## config.mk

```make
export PLATFORM = sky130hd
export DESIGN_NAME = muldiv_unit
export DESIGN_NICKNAME = d
export VERILOG_FILES = /design/src/rtl/muldiv_unit.sv
export SDC_FILE = /design/constraint.sdc
export NUM_CORES = 1
export LEC_CHECK = 0
export ABC_CLOCK_PERIOD_IN_PS = 5500
export CELL_PAD_IN_SITES_DETAIL_PLACEMENT = 2
export CELL_PAD_IN_SITES_GLOBAL_PLACEMENT = 2
export CORE_MARGIN = 1
export CORE_UTILIZATION = 35
export CTS_BUF_LIST = sky130_fd_sc_hd__clkbuf_16
export DETAILED_ROUTE_END_ITERATION = 7
export PLACE_DENSITY = 0.83
export SYNTH_ARGS = -nofsm -noshare
export SYNTH_HDL_FRONTEND = slang
export SYNTH_SLANG_ARGS = --single-unit
```

## constraint.sdc

```tcl
create_clock -name Clk -period 5.5 [get_ports Clk]
set_input_delay 1.375 -clock Clk [delete_from_list [all_inputs] [get_ports Clk]]
set_output_delay 1.375 -clock Clk [all_outputs]
set_load 0.02 [all_outputs]
```

## src/rtl/muldiv_unit.sv

```systemverilog
// Iterative 32-bit MIPS multiply/divide unit with HI/LO registers (33-cycle fixed latency).
// Define MULDIV_MADD_EN to enable madd/msub (Op 100/101) and the HI/LO accumulate adder.
//   state  | meaning
//   IDLE   | waiting for Start; mthi/mtlo accepted
//   CALC   | one shift-add or restoring-divide step per cycle, 32 steps
//   FINISH | sign correction, HI/LO write, Done pulse
module muldiv_unit #(
   parameter int WIDTH = 32
) (
   input  logic             Clk,
   input  logic             Reset,
   input  logic             Start,
   input  logic [2:0]       Op,
   input  logic [WIDTH-1:0] A,
   input  logic [WIDTH-1:0] B,
   input  logic             MtHi,
   input  logic             MtLo,
   input  logic [WIDTH-1:0] WData,
   output logic             Busy,
   output logic             Done,
   output logic [WIDTH-1:0] Hi,
   output logic [WIDTH-1:0] Lo
);

   localparam int CW = $clog2(WIDTH);

   typedef enum logic [1:0] {S_IDLE, S_CALC, S_FINISH} state_t;
   state_t state_q, state_d;

   logic [2:0]         op_q;
   logic [WIDTH-1:0]   a_q, b_q, acc_q, wrk_q, hi_q, lo_q;
   logic [CW-1:0]      cnt_q;
   logic               a_neg_q, res_neg_q, busy_q, done_q;

   logic               legal, accept, in_signed, in_div, a_sgn, b_sgn;
   logic [WIDTH-1:0]   a_mag, b_mag;
   logic [WIDTH:0]     mul_sum, div_shift, div_diff;
   logic [2*WIDTH-1:0] prod_mag, prod_s;
   logic [WIDTH-1:0]   quot, rem, res_hi, res_lo;

   always_comb begin
`ifdef MULDIV_MADD_EN
      legal = ~Op[2] | (Op[2:1] == 2'b10);
`else
      legal = ~Op[2];
`endif
      accept    = (state_q == S_IDLE) & Start & legal;
      in_signed = ~Op[0] | Op[2];
      in_div    = ~Op[2] & Op[1];
      a_sgn     = in_signed & A[WIDTH-1];
      b_sgn     = in_signed & B[WIDTH-1];
      a_mag     = a_sgn ? -A : A;
      b_mag     = b_sgn ? -B : B;
   end

   // Multiply: multiplier sits in wrk_q and shifts right as the product fills in from the top.
   // Divide: dividend sits in wrk_q, shifts left into acc_q while quotient bits enter at bit 0.
   always_comb begin
      mul_sum   = {1'b0, acc_q} + {1'b0, (wrk_q[0] ? a_q : '0)};
      div_shift = {acc_q, wrk_q[WIDTH-1]};
      div_diff  = div_shift - {1'b0, b_q};
   end

   always_comb begin
      state_d = state_q;
      case (state_q)
         S_IDLE:   if (accept) state_d = S_CALC;
         S_CALC:   if (cnt_q == '0) state_d = S_FINISH;
         S_FINISH: state_d = S_IDLE;
         default:  state_d = S_IDLE;
      endcase
   end

   always_comb begin
      prod_mag        = {acc_q, wrk_q};
      prod_s          = res_neg_q ? -prod_mag : prod_mag;
      quot            = res_neg_q ? -wrk_q : wrk_q;
      rem             = a_neg_q ? -acc_q : acc_q;
      {res_hi, res_lo} = prod_s;
      case (op_q)
         // A zero divisor yields all-ones quotient bits and rem = |A|, so only Lo needs forcing.
         3'b010, 3'b011: begin
            res_hi = rem;
            res_lo = (b_q == '0) ? '1 : quot;
         end
`ifdef MULDIV_MADD_EN
         3'b100: {res_hi, res_lo} = {hi_q, lo_q} + prod_s;
         3'b101: {res_hi, res_lo} = {hi_q, lo_q} - prod_s;
`endif
         default: ;
      endcase
   end

   always_ff @(posedge Clk or negedge Reset) begin
      if (!Reset) begin
         state_q   <= S_IDLE;
         op_q      <= '0;
         a_q       <= '0;
         b_q       <= '0;
         acc_q     <= '0;
         wrk_q     <= '0;
         hi_q      <= '0;
         lo_q      <= '0;
         cnt_q     <= '0;
         a_neg_q   <= 1'b0;
         res_neg_q <= 1'b0;
         busy_q    <= 1'b0;
         done_q    <= 1'b0;
      end else begin
         state_q <= state_d;
         busy_q  <= (state_d != S_IDLE);
         done_q  <= (state_q == S_FINISH);
         if (accept) begin
            op_q      <= Op;
            a_q       <= a_mag;
            b_q       <= b_mag;
            a_neg_q   <= a_sgn;
            res_neg_q <= a_sgn ^ b_sgn;
            cnt_q     <= CW'(WIDTH - 1);
            acc_q     <= '0;
            wrk_q     <= in_div ? a_mag : b_mag;
         end else if (state_q == S_CALC) begin
            if (cnt_q != '0) cnt_q <= cnt_q - 1'b1;
            if ((op_q == 3'b010) || (op_q == 3'b011)) begin
               if (!div_diff[WIDTH]) begin
                  acc_q <= div_diff[WIDTH-1:0];
                  wrk_q <= {wrk_q[WIDTH-2:0], 1'b1};
               end else begin
                  acc_q <= div_shift[WIDTH-1:0];
                  wrk_q <= {wrk_q[WIDTH-2:0], 1'b0};
               end
            end else begin
               {acc_q, wrk_q} <= {mul_sum, wrk_q[WIDTH-1:1]};
            end
         end
         if (state_q == S_IDLE) begin
            if (MtHi) hi_q <= WData;
            if (MtLo) lo_q <= WData;
         end else if (state_q == S_FINISH) begin
            hi_q <= res_hi;
            lo_q <= res_lo;
         end
      end
   end

   assign Busy = busy_q;
   assign Done = done_q;
   assign Hi   = hi_q;
   assign Lo   = lo_q;

endmodule
```

Figure 1. Met1 routing (run 1).
Scale: 2 px per µm. Supply wires on this layer in grey. Cells faint in the background.
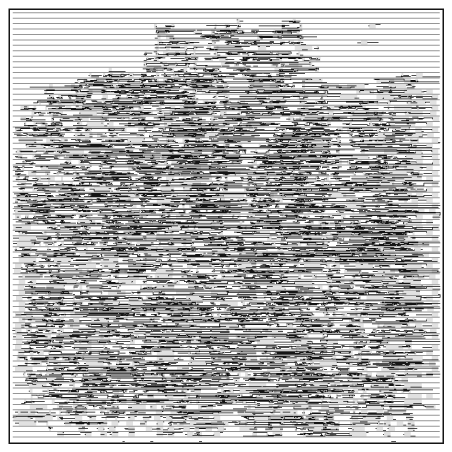
share of all routed wire	43%
nets with wire on the layer	2,161
longest straight run	90.2 µm
wire length on this layer	31.9 mm
main direction	horizontal
Total Routed Length: 74,800 µm
met1 track demand over resource: 40.9%

Figure 2. Placed cells, one colour a class (run 1).
Scale: 1.5 px per µm.
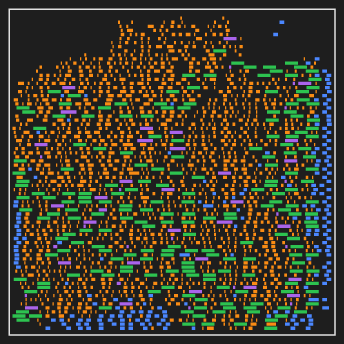
colour	class	cells	share of their area
blue	other buffers and delay cells	198	11%
green	flip-flops	205	28%
orange	all other logic	1,722	57%
purple	clock drivers and dummy loads	48	4.7%
Core Footprint: 45,300 µm²
register share of the cell area: 26.8%
final standard cell area without fillers: 19,200 µm²
total number of placement rows: 78

Figure 3. Port wiring (run 1).
Scale: 1 px per µm.
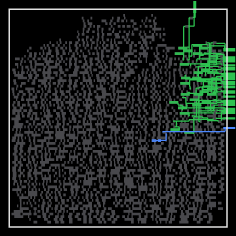
colour	port	bits	direction	end cells	buffers	wire
green	`Hi`	32	output	32	32	1,270 µm
blue	`Start`	1	input	2	1	85.0 µm
Buffers on Ports: 169
Boundary Pins: 170

Figure 4. Placement view (run 1).
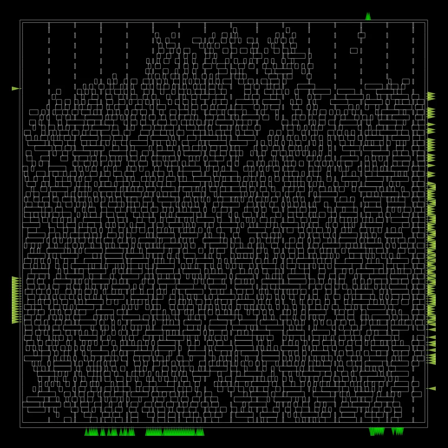
flop count: 205
n_taps: 600

==> flow_summary.rst, run 1 <==
Synthesis and place-and-route
=============================

.. list-table::
   :header-rows: 1

   * - Metric
     - Value
   * - WS Path Type
     - flop to flop
   * - Startpoint Class
     - flop
   * - Average cell area after synthesis
     - 7.80 µm²
   * - Number of warning messages in the logs
     - 28
   * - Global-route usage over all layers
     - a little under a third
   * - Worst hold stages
     - 1
   * - Sequential fraction of the synthesis area
     - between 30% and 40%
   * - Switching share of power
     - between 50% and 60%
   * - Post-route DRC violation count
     - 0
   * - Worst slack on hold paths
     - ~460 ps
   * - Critical-path cell with the highest stage delay
     - nor2_4
   * - Worst-Margin Slew
     - 1230 ps
   * - Final Net Count
     - 2,328
   * - Area delta synth->final
     - 19.2%
   * - Number of failing hold endpoints at the final stage
     - 0
   * - Sum of met2 wire segment lengths after detailed routing
     - roughly 35,000 µm
   * - Top cell type's share of synthesized area
     - roughly a third
   * - Worst-case setup margin in the final layout
     - ~1100 ps
   * - Clock Power Share
     - between 10 and 15%
   * - Proportion of register bits with asynchronous set or reset after synthesis
     - 100%
   * - Routed wirelength normalized by instance count
     - about 27 µm
   * - Count of distinct cell types in the synthesized netlist
     - 77
   * - Synthesis area per yosys
     - approximately 16,000 µm²
   * - Buffer and inverter count on the worst path
     - 2
   * - Cell leakage power
     - just over 8 nW
   * - Antenna Diode Count
     - 0
   * - Crit path max-delay family
     - AND-OR/OR-AND gates
   * - Clock group power
     - approximately 1.8 mW
   * - Routed wire length on met3
     - roughly 3700 µm
   * - Via count of the first global-routing pass
     - ~18,000
   * - Start of the worst register-to-register path
     - wrk_q[31]
   * - Sink Count
     - around 210
   * - Internal Dissipation
     - between 6 and 7 mW
   * - End of the worst register-to-register path
     - acc_q[1]
   * - Initial cell density of the core
     - 35.5%
   * - Peak VDD IR
     - between 0.0003 and 0.0004 V
   * - Outcome
     - completed
   * - Total of hold buffers inserted after clock tree synthesis
     - 0
   * - Power drawn by the sequential cells
     - ~3.3 mW
   * - Startpoint of the lowest-slack hold path
     - cnt_q[4]
   * - Gate count after technology mapping
     - ~2,000
   * - Placed cells
     - around 2,700
   * - Maximum number of pins on one net before global-route repair
     - 103
run 1: registers in the layout, summed over array words and instances (netlist names), 2 cells and up:
signal	count
state_q	2
Lo	32
acc_q	32
Hi	32
b_q	32
op_q	2
wrk_q	32
a_q	32
cnt_q	5
run 1: layer usage:
| metal | vias up | GRT usage, % |
|---|---|---|
| li1 | 7550 | - |
| met1 | 8572 | 40.9 |
| met2 | 568 | 52.5 |
| met3 | 169 | 3.54 |
| met4 | 0 | 15.5 |
| met5 | - | 0 |
run 1: worst max-delay path by stage:
stage | to | slack (ps) | cells after the start
floorplan | wrk_q[29] | 1700 | 9
global placement | wrk_q[29] | 960 | 10
detailed placement | wrk_q[29] | 690 | 10
CTS | acc_q[1] | 1140 | 13
global route | acc_q[1] | 920 | 13
finish | acc_q[1] | 1090 | 13
run 1: cell families after synthesis:
| group | after synthesis | synth area share (%) |
|---|---|---|
| fa+ha+maj | 71 | 5.62 |
| mux | 36 | 2.26 |
| compound gates | 673 | 25.4 |
| simple gates | 707 | 20.6 |
| flops | 205 | 31.9 |
| buf+inv | 195 | 4.74 |
| xor+xnor | 173 | 9.43 |
run 1: final cells by class:
cell class / count / area [µm²]
Timing Repair Buffer: 198 / 1950
Tap cell: 600 / 751
Inverter: 62 / 233
Clock inverter: 22 / 219
Sequential cell: 205 / 5130
Fill cell: 5140 / 26100
Multi-Input combinational cell: 1660 / 10200
Clock buffer: 26 / 651
run 1: cells in the final DEF (no fill, tap or decap), types with 29 or more instances in the layout:
cell             count
nand2_1            329
o21ai_0            245
dfrtp_1            205
clkdlybuf4s50_1    168
a21oi_1            162
xnor2_1            115
nor2_1             104
ha_1                69
inv_1               66
xor2_1              58
nor3_1              42
o22ai_1             36
and2_1              35
or3_1               35
mux2i_1             34
a21o_1              33
nand3_1             29
Figure 5. Cell area per tile (run 1).
Scale: 1.5 px per µm. 22 x 22 tiles, from dark blue (low) to red (high), 0 to 100% covered.
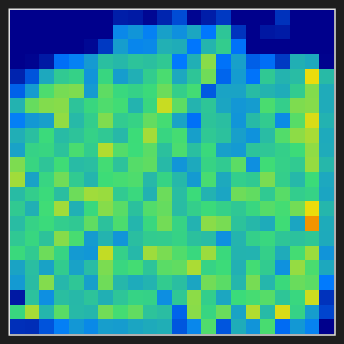

==> run 2, diff against run 1 <==
ABC_CLOCK_PERIOD_IN_PS = 3700   (was 5500)
CORE_UTILIZATION = 31   (was 35)
PLACE_DENSITY = 0.78   (was 0.83)
clock period = 3.7 ns   (was 5.5 ns; I/O delays follow)
Figure 6. Cell area per tile (run 2).
Scale: 1.5 px per µm. 23 x 23 tiles, from dark blue (low) to red (high), 0 to 100% covered.
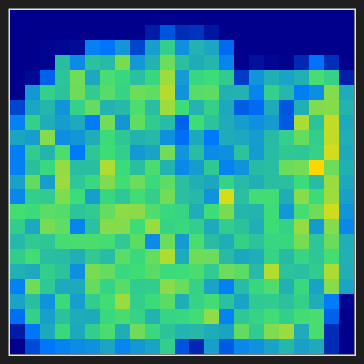
nearly empty tiles	13%
fullest tile	76%
tiles over 75% full	0.20%
mean over tiles	37%
initial cell density of the core: 31.3%
Core Footprint: 51,300 µm²
utilization of the core after routing: 39.8%

Figure 7. Port wiring (run 2).
Scale: 1 px per µm.
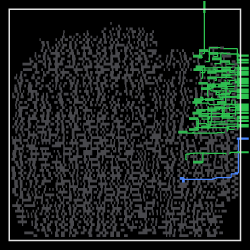

==> flow_summary.rst, run 2 <==
Synthesis and place-and-route
=============================

.. list-table::
   :header-rows: 1

   * - Metric
     - Value
   * - Top cell type's share of synthesized area
     - 31.9% (unchanged)
   * - Maximum number of pins on one net before global-route repair
     - 76 (-26%)
   * - Proportion of register bits with asynchronous set or reset after synthesis
     - 100% (unchanged)
   * - Top library cells by usage in the layout, fill and taps aside
     - nand2_1 (329), o21ai_0 (245), dfrtp_1 (205)
   * - Number of failing hold endpoints at the final stage
     - 0 (unchanged)
   * - Startpoint Class
     - flop
   * - Cell leakage power
     - 8.86 nW (+9.0%)
   * - Gate count after technology mapping
     - 2,060 (unchanged)
   * - Post-route DRC violation count
     - 0 (unchanged)
   * - Sink Count
     - 205 (unchanged)
   * - Buffer and inverter count on the worst path
     - 0 (-2)
   * - Average cell area after synthesis
     - 7.80 µm² (unchanged)
   * - Boundary Pins
     - 170 (unchanged)
   * - Final Net Count
     - 2,478 (+6.4%)
   * - Worst-Margin Slew
     - 1150 ps (-76.6 ps)
   * - Worst-case setup margin in the final layout
     - 115 ps (-972 ps)
   * - Critical-path cell with the highest stage delay
     - dfrtp_1
   * - Multi-input logic portion of the cell area
     - 50.1% (-3.3 points)
   * - Count of clock-net buffers in the final layout
     - 27 (+3.8%)
   * - Flop count
     - 205 (unchanged)
   * - Worst slack on hold paths
     - 370 ps (-87.6 ps)
   * - Count of distinct cell types in the synthesized netlist
     - 77 (unchanged)
   * - Sequential fraction of the synthesis area
     - 31.9% (unchanged)
   * - Crit path max-delay family
     - AND-OR/OR-AND gates
   * - Buffers on Ports
     - 169 (unchanged)
   * - Register share of the cell area
     - 25.1% (-1.7 points)
   * - Number of warning messages in the logs
     - 26 (-7.1%)
   * - Outcome
     - completed
   * - Synthesis area per yosys
     - 16,100 µm² (unchanged)
   * - Area delta synth->final
     - 27.2%
   * - Non-CTS inverters
     - 62 (unchanged)
   * - Signal buffers
     - 347 (+75%)
   * - Routed wirelength normalized by instance count
     - 25.9 µm (-4.0%)
   * - WS Path Type
     - flop to flop
-- run 2: netlist changes by cell type in the layout (fill, tap and decap cells not counted), sizes merged --
cell	change
buf	+149
clkbuf	+1
clkinv	-3
clkinvlp	+1
diode	+2
-- run 2: report_power, final --
part	internal, mW	total, mW	switching, mW
Combinational	5.83	14.8	8.95
Clock	1.59	2.70	1.11
Sequential	3.36	4.50	1.14
Total	10.8	22.0	11.2
-- run 2: worst paths after layout --
kind,startpoint,depth (start not counted),end
hold reg to reg,a_q[9],2,a_q[9]
hold / removal,Reset,1,Lo[10]
max in group asynchronous,Reset,2,Hi[30]
setup reg to reg,b_q[0],11,acc_q[30]
min in group Clk,a_q[9],2,a_q[9]
setup / recovery,b_q[0],11,acc_q[30]
-- run 2: logic make-up after synthesis --
| logic type | count (synthesis) | share of synthesized area [%] |
|---|---|---|
| xor+xnor | 173 | 9.43 |
| compound gates | 673 | 25.4 |
| mux | 36 | 2.26 |
| simple gates | 707 | 20.6 |
| fa+ha+maj | 71 | 5.62 |
| flops | 205 | 31.9 |
| buf+inv | 195 | 4.74 |
-- run 2: metrics by stage --
| step | setup TNS, ps | area, µm² |
|---|---|---|
| floorplan | 0 | 16100 |
| global placement | -1880 | 19600 |
| detailed placement | -4360 | 19600 |
| CTS | 0 | 20400 |
| global route | 0 | 20400 |
| finish | 0 | 20400 |
-- run 2: per-layer routing --
layer / up-vias / wire length (µm) / global-route usage [%]
li1: 7841 / - / -
met1: 8818 / 33600 / 37.7
met2: 534 / 37300 / 50.3
met3: 131 / 3590 / 2.95
met4: 0 / 3370 / 11.4
met5: - / 0 / 0
-- run 2: what timing repair did --
action,CTS,global route
hold buffers,0,0
buffers inserted,0,0
resized,0,3
endpoints found under the setup margin,0,3
==> run 3, diff against run 2 <==
CTS_CLUSTER_SIZE = 20   (was not set)
Figure 8. Placement view (run 3).
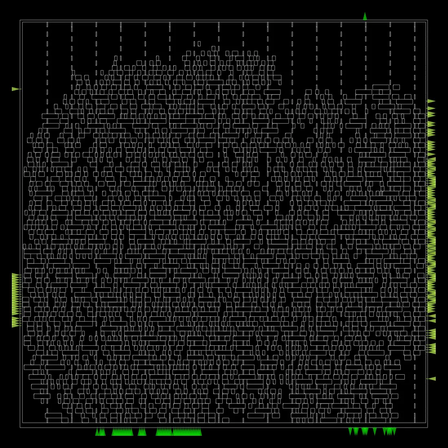
n_taps: 680
total number of placement rows: 83
non-filler cells in the finished layout: 3,003

Figure 9. Port wiring (run 3).
Scale: 1 px per µm.
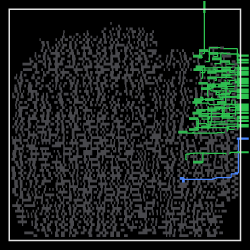

==> flow_summary.rst, run 3 <==
Synthesis and place-and-route
=============================

.. list-table::
   :header-rows: 1

   * - Metric
     - Value
   * - Number of warning messages in the logs
     - 26 (unchanged)
   * - Maximum number of pins on one net before global-route repair
     - 76 (unchanged)
   * - Top cell type's share of synthesized area
     - 31.9% (unchanged)
   * - Top library cells by usage in the layout, fill and taps aside
     - nand2_1 (329), o21ai_0 (245), dfrtp_1 (205)
   * - Buffers on Ports
     - 169 (unchanged)
   * - Sequential fraction of the synthesis area
     - 31.9% (unchanged)
   * - Cell leakage power
     - 8.86 nW (unchanged)
   * - Critical-path cell with the highest stage delay
     - dfrtp_1
   * - CTS tree
     - done
   * - Number of failing hold endpoints at the final stage
     - 0 (unchanged)
   * - Placement-stage cell area
     - 19,600 µm² (unchanged)
   * - Length in cells of the worst reg-to-reg path
     - 11 (unchanged)
   * - Boundary Pins
     - 170 (unchanged)
   * - Sink Count
     - 205 (unchanged)
   * - Worst slack on hold paths
     - 370 ps (unchanged)
   * - Gate count after technology mapping
     - 2,060 (unchanged)
   * - Outcome
     - completed
   * - Utilization of the core after routing
     - 39.8% (unchanged)
   * - Count of distinct cell types in the synthesized netlist
     - 77 (unchanged)
   * - Initial cell density of the core
     - 31.3% (unchanged)
   * - WS Path Type
     - flop to flop
   * - Number of buffers inserted to repair setup after CTS
     - 0 (unchanged)
   * - Core Footprint
     - 51,300 µm² (unchanged)
   * - Final TNS setup
     - 0 ps (unchanged)
   * - Average cell area after synthesis
     - 7.80 µm² (unchanged)
   * - Proportion of register bits with asynchronous set or reset after synthesis
     - 100% (unchanged)
   * - Htree depth
     - 1
   * - Startpoint Class
     - flop
   * - Final standard cell area without fillers
     - 20,400 µm² (unchanged)
[run 3: cell families (layout without fill, tap and decap cells)]
logic type	Yosys count	in the layout	share of synthesized area, %
XOR/XNOR	173	173	9.43
adder cells (fa/ha/maj)	71	71	5.62
flip-flops	205	205	31.9
buffers and inverters	195	456	4.74
multiplexers	36	36	2.26
AND-OR/OR-AND	673	673	25.4
AND/OR/NAND/NOR	707	707	20.6
other	0	2	0
[run 3: area by class of cell]
type / count / share of cell area (%)
multi-input cells: 1660 / 50.1
flip-flops and latches: 205 / 25.1
repair buffers: 347 / 15.3
well taps: 680 / 4.16
clock buffers: 27 / 3.31
inverters: 62 / 1.14
clock inverters: 20 / 0.961
diodes: 2 / 0.0245
[run 3: routing by layer]
layer | vias to the layer above | share of wire [%] | global-route usage [%]
li1 | 7841 | - | -
met1 | 8818 | 43 | 37.7
met2 | 534 | 48 | 50.3
met3 | 131 | 4.6 | 2.95
met4 | 0 | 4.3 | 11.4
met5 | - | 0 | 0
[run 3: worst max-delay path by stage]
stage	from	endpoint	slack, ps	depth (start not counted)
finish	b_q[0]	acc_q[30]	110	11
detailed placement	A[1]	wrk_q[20]	-330	11
floorplan	B[14]	wrk_q[29]	350	9
global placement	B[14]	wrk_q[29]	-230	10
global route	wrk_q[11]	Hi[20]	20	9
CTS	wrk_q[11]	Hi[20]	130	9
[run 3: what timing repair did]
| action | 4_1_cts | 5_1_grt |
|---|---|---|
| hold buffers | 0 | 0 |
| gates resized | 0 | 3 |
| setup endpoints to repair | 0 | 3 |
[run 3: where the power goes]
part	total, mW	switching (mW)	internal (mW)
sequential	4.50	1.14	3.36
combinational	14.8	8.95	5.83
clock	2.70	1.11	1.59
Power is estimated from default activity; no workload was simulated.
